**src/rtl/cpu_pipe_pkg.sv**
```systemverilog
// Shared pipeline constants for the 5-stage MIPS core: Tuse/Tnew encodings,
// the hardwired zero register and the HI/LO unit latencies.
package cpu_pipe_pkg;

  localparam logic [1:0] TUSE_0    = 2'd0;
  localparam logic [1:0] TUSE_1    = 2'd1;
  localparam logic [1:0] TUSE_2    = 2'd2;
  localparam logic [1:0] TUSE_NONE = 2'd3;

  localparam logic [1:0] TNEW_0 = 2'd0;
  localparam logic [1:0] TNEW_1 = 2'd1;
  localparam logic [1:0] TNEW_2 = 2'd2;
  localparam logic [1:0] TNEW_3 = 2'd3;

  localparam logic [4:0] REG_ZERO = 5'd0;

  localparam int MULT_CYC_DEF = 5;
  localparam int DIV_CYC_DEF  = 10;
  localparam int CNT_W_DEF    = 4;

endpackage

```
**src/rtl/hazard_stall_ctrl_chk.sv**
```systemverilog
// Simulation-only checker: flags a mult/div issue while HI/LO is still busy.
module md_busy_chk #(
  parameter int CNT_W = 4
) (
  input logic             clk,
  input logic             reset,
  input logic             md_start_e,
  input logic [CNT_W-1:0] md_cnt
);

  // Issuing into a busy unit is illegal; the counter still reloads.
  a_no_start_while_busy: assert property (
    @(posedge clk) disable iff (!reset) !(md_start_e && (md_cnt != {CNT_W{1'b0}}))
  );

endmodule

```
**src/rtl/hazard_stall_ctrl_md_busy_counter.sv**
```systemverilog
// HI/LO occupancy tracker: loads the op latency on issue, counts down to idle.
module md_busy_counter
  import cpu_pipe_pkg::*;
#(
  parameter int MULT_CYC = MULT_CYC_DEF,
  parameter int DIV_CYC  = DIV_CYC_DEF,
  parameter int CNT_W    = CNT_W_DEF
) (
  input  logic             clk,
  input  logic             reset,
  input  logic             md_start_e,
  input  logic             md_is_div_e,
  output logic             md_busy,
  output logic [CNT_W-1:0] md_cnt
);

  logic [CNT_W-1:0] md_cnt_d, md_cnt_q;

  // Next count: reload on issue (even if illegal), else decrement to zero.
  always_comb begin
    md_cnt_d = md_cnt_q;
    if (md_start_e) begin
      md_cnt_d = md_is_div_e ? CNT_W'(DIV_CYC) : CNT_W'(MULT_CYC);
    end else if (md_cnt_q != {CNT_W{1'b0}}) begin
      md_cnt_d = md_cnt_q - CNT_W'(1);
    end else begin
      md_cnt_d = {CNT_W{1'b0}};
    end
  end

  // Count register; reset abandons any operation in flight.
  always_ff @(posedge clk or negedge reset) begin
    if (!reset) begin
      md_cnt_q <= {CNT_W{1'b0}};
    end else begin
      md_cnt_q <= md_cnt_d;
    end
  end

  assign md_busy = (md_cnt_q != {CNT_W{1'b0}}) | md_start_e;
  assign md_cnt  = md_cnt_q;

  md_busy_chk #(.CNT_W(CNT_W)) u_chk (
    .clk        (clk),
    .reset      (reset),
    .md_start_e (md_start_e),
    .md_cnt     (md_cnt_q)
  );

endmodule

```
**src/rtl/hazard_stall_ctrl.sv**
```systemverilog
// Pipeline sequencer: data/HI-LO stall detection and IF/ID flush that
// survives a concurrent stall via a pending-flush register.
module hazard_stall_ctrl
  import cpu_pipe_pkg::*;
#(
  parameter int MULT_CYC = MULT_CYC_DEF,
  parameter int DIV_CYC  = DIV_CYC_DEF,
  parameter int CNT_W    = CNT_W_DEF
) (
  input  logic       clk,
  input  logic       reset,
  input  logic [4:0] rs_d,
  input  logic [4:0] rt_d,
  input  logic [1:0] tuse_rs_d,
  input  logic [1:0] tuse_rt_d,
  input  logic [4:0] wreg_e,
  input  logic [1:0] tnew_e,
  input  logic [4:0] wreg_m,
  input  logic [1:0] tnew_m,
  input  logic       md_use_d,
  input  logic       md_start_e,
  input  logic       md_is_div_e,
  input  logic       flush_req,
  output logic       pc_en,
  output logic       endd,
  output logic       flushd,
  output logic       flush_e,
  output logic       md_busy
);

  logic             stall_rs_s, stall_rt_s, md_stall_s, stall_s;
  logic             flushd_s;
  logic             flush_pend_d, flush_pend_q;
  logic [CNT_W-1:0] md_cnt_s;

  md_busy_counter #(
    .MULT_CYC (MULT_CYC),
    .DIV_CYC  (DIV_CYC),
    .CNT_W    (CNT_W)
  ) u_md_cnt (
    .clk         (clk),
    .reset       (reset),
    .md_start_e  (md_start_e),
    .md_is_div_e (md_is_div_e),
    .md_busy     (md_busy),
    .md_cnt      (md_cnt_s)
  );

  // A source stalls when a producer still needs longer than the consumer can wait.
  always_comb begin
    stall_rs_s = (rs_d != REG_ZERO) &
                 (((rs_d == wreg_e) & (tnew_e > tuse_rs_d)) |
                  ((rs_d == wreg_m) & (tnew_m > tuse_rs_d)));
    stall_rt_s = (rt_d != REG_ZERO) &
                 (((rt_d == wreg_e) & (tnew_e > tuse_rt_d)) |
                  ((rt_d == wreg_m) & (tnew_m > tuse_rt_d)));
    md_stall_s = md_use_d & md_busy;
    stall_s    = stall_rs_s | stall_rt_s | md_stall_s;
    flushd_s   = (flush_req | flush_pend_q) & ~stall_s;
  end

  // A flush blocked by endd is parked until the stall lifts.
  always_comb begin
    flush_pend_d = flush_pend_q;
    if (flushd_s) begin
      flush_pend_d = 1'b0;
    end else if (flush_req & stall_s) begin
      flush_pend_d = 1'b1;
    end else begin
      flush_pend_d = flush_pend_q;
    end
  end

  // Pending-flush register.
  always_ff @(posedge clk or negedge reset) begin
    if (!reset) begin
      flush_pend_q <= 1'b0;
    end else begin
      flush_pend_q <= flush_pend_d;
    end
  end

  assign endd    = stall_s;
  assign pc_en   = ~stall_s;
  assign flush_e = stall_s;
  assign flushd  = flushd_s;

  // md_cnt_s is only observed by the counter's own checker.
  logic unused_s;
  assign unused_s = ^md_cnt_s;

endmodule

```
**config.mk**
```make
export PLATFORM = sky130hd
export DESIGN_NAME = hazard_stall_ctrl
export DESIGN_NICKNAME = d
export VERILOG_FILES = /design/src/rtl/cpu_pipe_pkg.sv /design/src/rtl/hazard_stall_ctrl_chk.sv /design/src/rtl/hazard_stall_ctrl_md_busy_counter.sv /design/src/rtl/hazard_stall_ctrl.sv
export SDC_FILE = /design/constraint.sdc
export NUM_CORES = 1
export LEC_CHECK = 0
export CAP_MARGIN = 20
export CORE_ASPECT_RATIO = 1.1
export CORE_MARGIN = 3
export CORE_UTILIZATION = 34
export DETAILED_ROUTE_END_ITERATION = 10
export GPL_TIMING_DRIVEN = 0
export MAX_ROUTING_LAYER = met4
export PLACE_DENSITY = 0.78
export RECOVER_POWER = 25
export SYNTH_ARGS = -nofsm -noshare
export SYNTH_HDL_FRONTEND = slang
export SYNTH_SLANG_ARGS = --single-unit
```
**constraint.sdc**
```tcl
create_clock -name clk -period 1.4 [get_ports clk]
set_input_delay 0.14 -clock clk [delete_from_list [all_inputs] [get_ports clk]]
set_output_delay 0.14 -clock clk [all_outputs]
set_load 0.01 [all_outputs]
```
Fig. 1: run 1, signal wires on met3
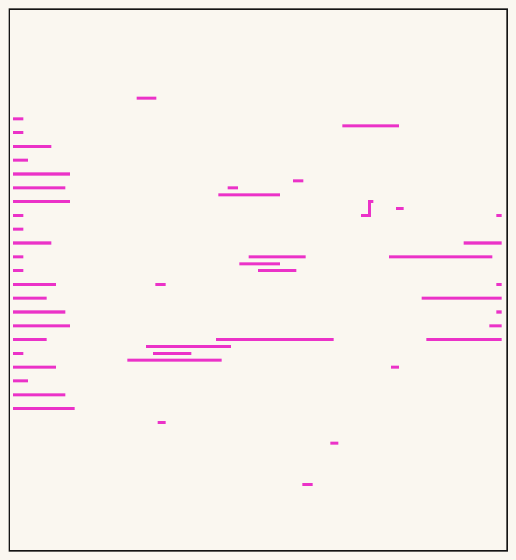
share of all routed wire = 5.5%
wire length on this layer = 156 um

Fig. 2: run 1, floorplan with the power grid
Bar = 10 um. Pins as bars on the die edge.
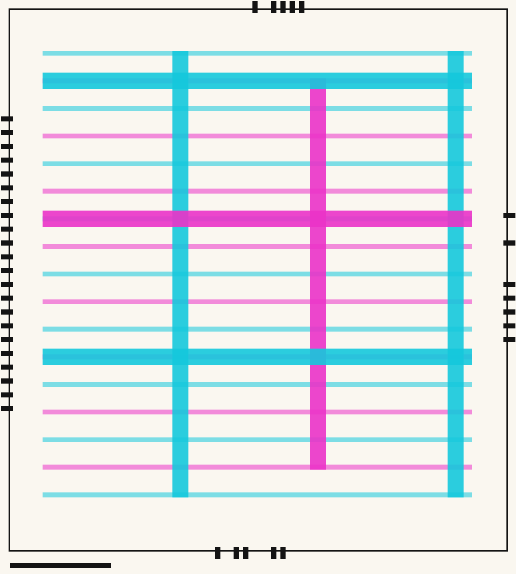
VSS -> cyan
VDD -> magenta
signal pins = 39
met4 straps = 3
rows = 16

==> notes.md, run 1 <==
impl run done, here's what came out: outcome=finished with violations, violated checks=setup timing, Main synth FF type=dfrtp_1, reg2reg setup slack=-220 ps, sequential power share=0.219, Power Total=0.000813 W, Reg2Reg Launch Point=u_md_cnt.md_cnt[1], Mapped Avg Cell Area=8.21 um^2, Synth area leaders=dfrtp_1 18%, xnor2_1 17%, ha_1 15%, Critical Path End=pc_en, FMAX=0.509 GHz, Core Util at FP=0.374, non-clock buffer share of cell area=0.334, Placed Area=0.00111 mm^2, Overall Global Routing Usage=0.192, final worst path period share=1.40, CTS Root Cell=clkbuf_4, hold slack=189 ps, peak per-stage delay on the critical path=460 ps, P_leak=0.743 nW, Reg clk slew, reported paths=50 ps, Layout Cells excl Fill=164, Final min period=1970 ps, Layout fillers=115, RSZ-0062 raised after global routing=yes, Log Warnings=29, Hold Crit Class=input pin to async pin, clock share of power=0.218, fin. max-slew vios=0, met2 WL=1580 um, # Taps=27, combinational share of power=0.563, CTS tree=yes, FF-to-FF End=flush_pend_q, Logic inverters=7, # setup viols final=6, Met3 Wirelength=156 um, post-route cell area=0.00150 mm^2, Placed Instances=149, clk sinks=5, met1 Use GR=0.188, Hold Violations, Final=0, grt ovf=0, Crit. path cell count=6, seq_cells=5, Critical Path Source Type=register, Comb/total area=0.524, Yosys Instances=84, DR WL/cell=17.2 um, met2 global-route usage=0.391, ant diodes=0, max cap viols=0, clock group total power=0.000177 W, cts bufs inserted=3, Most Crowded Layer GR=met2, number of non-clock buffers=50, number of vias per cell=5.41, Buf+Inv Stages, Crit Path=2, Placer Congestion=0.814, largest net degree at the start of global routing=9, pre-CTS setup slack=-1190 ps, Sw Share=0.362, power per cell area=542 mW/mm^2, Post-synth ARST share=1.00, switching power total=0.000294 W, post-route clock skew=2.29 ps, Worst Max-Slew Pin Slew=336 ps, DRC=0, CP endpoint kind=primary output, Commonest Layout Cell=dlymetal6s2s_1, Max-area cell share=0.181, crit-path leading delay family=simple AND/OR/NAND/NOR gates, critical-path cell list=or2_4, or4_4, nand2_4, buf_6, and3_4, buf_6, Syn Nets=126, worst path arrival time=1830 ps, clock buffer count in the final layout=4, largest class=logic gates, crit-path max FO=3, EDFF count, synth=0, crit path from=u_md_cnt.md_cnt[1], multi-input logic area=786 um^2, largest power group=combinational logic, DP HPWL=1670 um, Synth flops=5, IO buf count=38, most numerous logic cells after layout=20 x dlymetal6s2s_1, 10 x xnor2_1, 10 x buf_4, H-tree depth=1, Final ANT Viol Nets=0, synth unique cells=28, Crit path required time=1260 ps, cell type with the largest total area=dfrtp_1, num rows=16, relative slew slack=0.775, Mapped Cells=84, Layout clock area frac=0.0175, Die Ht=53.2 um, P_comb=0.000457 W, GR Util met3=0.0225, Reg area=125 um^2, internal power=0.000519 W, Ports=39, total wire length=2820 um, Seq share, synth=0.181, drt pass-1 iters=4, CORE AREA=0.00184 mm^2, worst skew pair latency=250 ps, first-pass GRT wire length=3690 um, total negative setup slack=-2650 ps, Layout area overhead=118%, final net count=180, Chip Area=0.00260 mm^2, post_cts resized=48, fin util=0.815, #MultiIn Comb=71, Starting DRT DRC Count=5, final worst slack=-565 ps, antenna violations before repair=0, reg2reg path depth=6, post-CTS setup buffer count=6, Top Layer Used=met4, # hold bufs at CTS=0, share of cells above drive strength 1=0.460, Vias=887, Worst VDD drop=306 uV, Crit-path slowest cell=or4_4, synthesis area per yosys=689 um^2, die width=48.9 um, sequential share of cell area=0.0834, met1 WL=944 um, crit path kind=register to primary output, Seq. pwr=0.000178 W, Synth warnings=0
Fig. 3: run 1, signal wires by layer
Bar = 10 um. Two of the layers only.
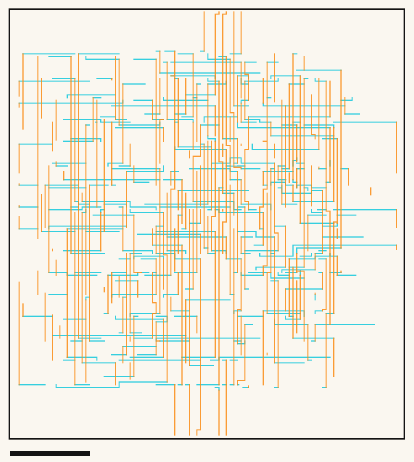
metal 1 -> cyan  # wire length 945 um
metal 2 -> orange  # wire length 1,580 um

-- run 1: cells by family (layout without fill, tap and decap cells) --
| family | count (synthesis) | after routing | share of synthesized area |
|---|---|---|---|
| buf+inv | 8 | 61 | 0.0490 |
| fa+ha+maj | 8 | 8 | 0.145 |
| simple gates | 28 | 28 | 0.238 |
| compound gates | 15 | 15 | 0.133 |
| flops | 5 | 5 | 0.181 |
| xor+xnor | 20 | 20 | 0.254 |
-- run 1: Yosys cell counts, types with 3 or more instances --
master / n
a21oi_1: 6
dfrtp_1: 5
ha_1: 8
inv_1: 7
nand2_1: 5
nand4_1: 3
nor4_1: 3
xnor2_1: 13
xor2_1: 7
-- run 1: state kept, by name (all words and copies together), names as in the netlist --
name,count
u_md_cnt.md_cnt,4
flush_pend_q,1
==> inputs of run 2 (changes only) <==
- ABC_AREA: not set -> 1
- CORE_MARGIN: 3 -> 8
- CORE_UTILIZATION: 34 -> 37
- PLACE_DENSITY: 0.78 -> 0.79
Fig. 4: run 2, floorplan with the power grid
Bar = 20 um. Pins as bars on the die edge.
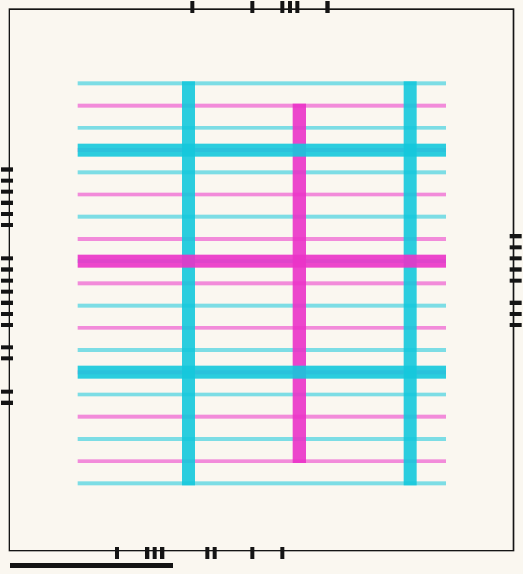
VDD -> magenta
VSS -> cyan
signal pins = 39
rows = 18
met1 rails = 19

Fig. 5: run 2, signal wires by layer
Bar = 20 um. Two of the layers only.
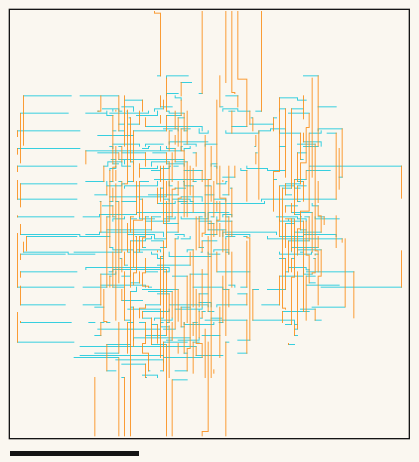
total wire length: 2730 um
DR WL/cell: 11.8 um
Vias: 1,096
Overall Global Routing Usage: 0.144

Fig. 6: run 2, signal wires on met2
Bar = 20 um.
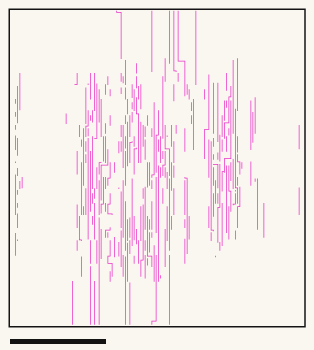
share of all routed wire = 52%
main direction = vertical
wire length on this layer = 1,420 um
nets with wire on the layer = 204

==> notes.md, run 2 <==
impl run done, here's what came out: outcome=finished with violations (unchanged), violated checks=setup timing (unchanged), Hold Crit Class=input pin to async pin (unchanged), Crit path required time=1260 ps (about the same), grt ovf=0 (unchanged), die width=61.6 um (was 48.9 um), DP HPWL=2220 um (was 1670 um), CORE AREA=0.00221 mm^2 (was 0.00184 mm^2), cell type with the largest total area=nand2_1 (was dfrtp_1), worst path arrival time=1480 ps (was 1830 ps), Synth area leaders=nand2_1 25%, dfrtp_1 15%, inv_1 12% (was dfrtp_1 18%, xnor2_1 17%, ha_1 15%), Starting DRT DRC Count=33 (was 5), Placed Instances=223 (was 149), post-route clock skew=2.08 ps (was 2.29 ps), number of vias per cell=4.72 (was 5.41), fin. max-slew vios=0 (unchanged), CP endpoint kind=primary output (unchanged), seq_cells=5 (unchanged), relative slew slack=0.831 (was 0.775), switching power total=0.000287 W (was 0.000294 W), Mapped Cells=155 (was 84), Syn Nets=197 (was 126), Worst Max-Slew Pin Slew=253 ps (was 336 ps), met2 WL=1420 um (was 1580 um), P_comb=0.000417 W (was 0.000457 W), post-route cell area=0.00144 mm^2 (was 0.00150 mm^2), Layout fillers=216 (was 115), clk sinks=5 (unchanged), pre-CTS setup slack=-935 ps (was -1190 ps), met1 WL=1100 um (was 944 um), synthesis area per yosys=845 um^2 (was 689 um^2), number of non-clock buffers=44 (was 50), Top Layer Used=met4 (unchanged), aoi/oai-family share of the synthesized area=0.0770 (was 0.132), Log Warnings=28 (was 29), Yosys Instances=155 (was 84), Ports=39 (unchanged), post_cts resized=56 (was 48), post-synthesis simple-gate area fraction=0.441 (was 0.238), clock share of power=0.224 (was 0.218), IO buf count=38 (unchanged), synth unique cells=15 (was 28), Max-area cell share=0.249 (was 0.181), # setup viols final=5 (was 6), Post-Syn Area=845 um^2 (was 689 um^2), H-tree depth=1 (unchanged), Reg2Reg Launch Point=u_md_cnt.md_cnt[0] (was u_md_cnt.md_cnt[1]), vias in the first global route=1,154 (was 880), share of cells above drive strength 1=0.307 (was 0.460), largest class=logic gates (unchanged), Final ANT Viol Nets=0 (unchanged), sequential power share=0.233 (was 0.219), #MultiIn Comb=112 (was 71), first-pass GRT wire length=4410 um (was 3690 um), Power Total=0.000768 W (was 0.000813 W), multi-input logic area=698 um^2 (was 786 um^2), combinational share of power=0.543 (was 0.563), Reg area=125 um^2 (unchanged), Chip Area=0.00407 mm^2 (was 0.00260 mm^2), Seq. pwr=0.000179 W (was 0.000178 W), largest power group=combinational logic (unchanged), yosys xor share=0.0415 (was 0.254), Commonest Layout Cell=nand2_1 (was dlymetal6s2s_1), hold slack=190 ps (was 189 ps), Main synth FF type=dfrtp_1 (unchanged), met2 global-route usage=0.258 (was 0.391), Seq share, synth=0.148 (was 0.181), Comb/total area=0.485 (was 0.524), FMAX=0.618 GHz (was 0.509 GHz), Synth flops=5 (unchanged), Sw Share=0.374 (was 0.362), Most Crowded Layer GR=met2 (unchanged), ant diodes=0 (unchanged), Hold Violations, Final=0 (unchanged), antenna violations before repair=0 (unchanged), Logic inverters=37 (was 7), Layout area overhead=70.4% (was 118%), clock buffer count in the final layout=4 (unchanged), fin util=0.652 (was 0.815), worst skew pair latency=250 ps (about the same), clock group total power=0.000172 W (was 0.000177 W), Reg clk slew, reported paths=40 ps (was 50 ps), Critical Path Source Type=register (unchanged), most numerous logic cells after layout=49 x nand2_1, 21 x inv_1, 15 x inv_2 (was 20 x dlymetal6s2s_1, 10 x xnor2_1, 10 x buf_4), Placer Congestion=0.879 (was 0.814), Main logic family=simple AND/OR/NAND/NOR gates (was XOR/XNOR gates), Core Util at FP=0.383 (was 0.374), total negative setup slack=-772 ps (was -2650 ps), final worst slack=-218 ps (was -565 ps), # Taps=30 (was 27), Worst VDD drop=364 uV (was 306 uV), max cap viols=0 (unchanged), GR Util met3=0.0156 (was 0.0225), Mapped Avg Cell Area=5.45 um^2 (was 8.21 um^2), Placed Area=0.00126 mm^2 (was 0.00111 mm^2), Layout clock area frac=0.0183 (was 0.0175), CTS Buffer Depth=2 (unchanged), num rows=18 (was 16), drt pass-1 iters=4 (unchanged), met1 Use GR=0.140 (was 0.188), DRC=0 (unchanged), max FFs per register=4 (unchanged), top cells by count, synth=56 x nand2_1, 27 x inv_1, 15 x nor2_1, 10 x inv_2, 8 x ha_1 (was 13 x xnor2_1, 8 x ha_1, 7 x inv_1, 7 x xor2_1, 6 x a21oi_1), Met3 Wirelength=128 um (was 156 um), CTS tree=yes (unchanged), non-clock buffer share of cell area=0.285 (was 0.334), Critical Path End=flush_e (was pc_en), P_leak=0.863 nW (was 0.743 nW), Synth warnings=0 (unchanged), # hold bufs at CTS=0 (unchanged), Layout Cells excl Fill=232 (was 164), count leader, synth=nand2_1 (was xnor2_1), power per cell area=534 mW/mm^2 (was 542 mW/mm^2), yosys adder share=0.119 (was 0.145), final worst path period share=1.16 (was 1.40), crit path from=u_md_cnt.md_cnt[0] (was u_md_cnt.md_cnt[1]), sequential share of cell area=0.0870 (was 0.0834), Final min period=1620 ps (was 1970 ps), CTS Root Cell=clkbuf_4 (unchanged), RSZ-0062 raised after global routing=yes (unchanged), cts bufs inserted=3 (unchanged), crit path kind=register to primary output (unchanged), largest net degree at the start of global routing=6 (was 9), post-CTS setup buffer count=2 (was 6), Die Ht=66.1 um (was 53.2 um), internal power=0.000480 W (was 0.000519 W), reg2reg path depth=7 (was 6), EDFF count, synth=0 (unchanged), mux frac, synth=0 (unchanged), reg2reg setup slack=180 ps (was -220 ps), Post-synth ARST share=1.00 (unchanged), FF-to-FF End=u_md_cnt.md_cnt[2] (was flush_pend_q), final net count=245 (was 180), crit-path max FO=5 (was 3)
run 2: cell types whose count changed in the layout (fill, tap and decap cells not counted), moves of 5 or more:
cell | previous run | this run
inv_1 | 3 | 21
nand3_1 | 0 | 6
dlymetal6s2s_1 | 20 | 11
xnor2_1 | 10 | 0
nand2_2 | 2 | 7
buf_4 | 10 | 5
nand2_1 | 2 | 49
nor2_2 | 0 | 7
inv_2 | 3 | 15
buf_6 | 8 | 3
nor2_1 | 2 | 10
dlygate4sd2_1 | 0 | 11
run 2: worst max-delay path: stages, from the launching register on:
cell and delay (ps):
dfrtp_1 400, or2_4 240, inv_2 70, nand3_2 80
nand2_2 100, nand3_4 100, buf_6 130, buf_6 110
Power figures rest on the tool's default switching activity, not on a simulated workload.
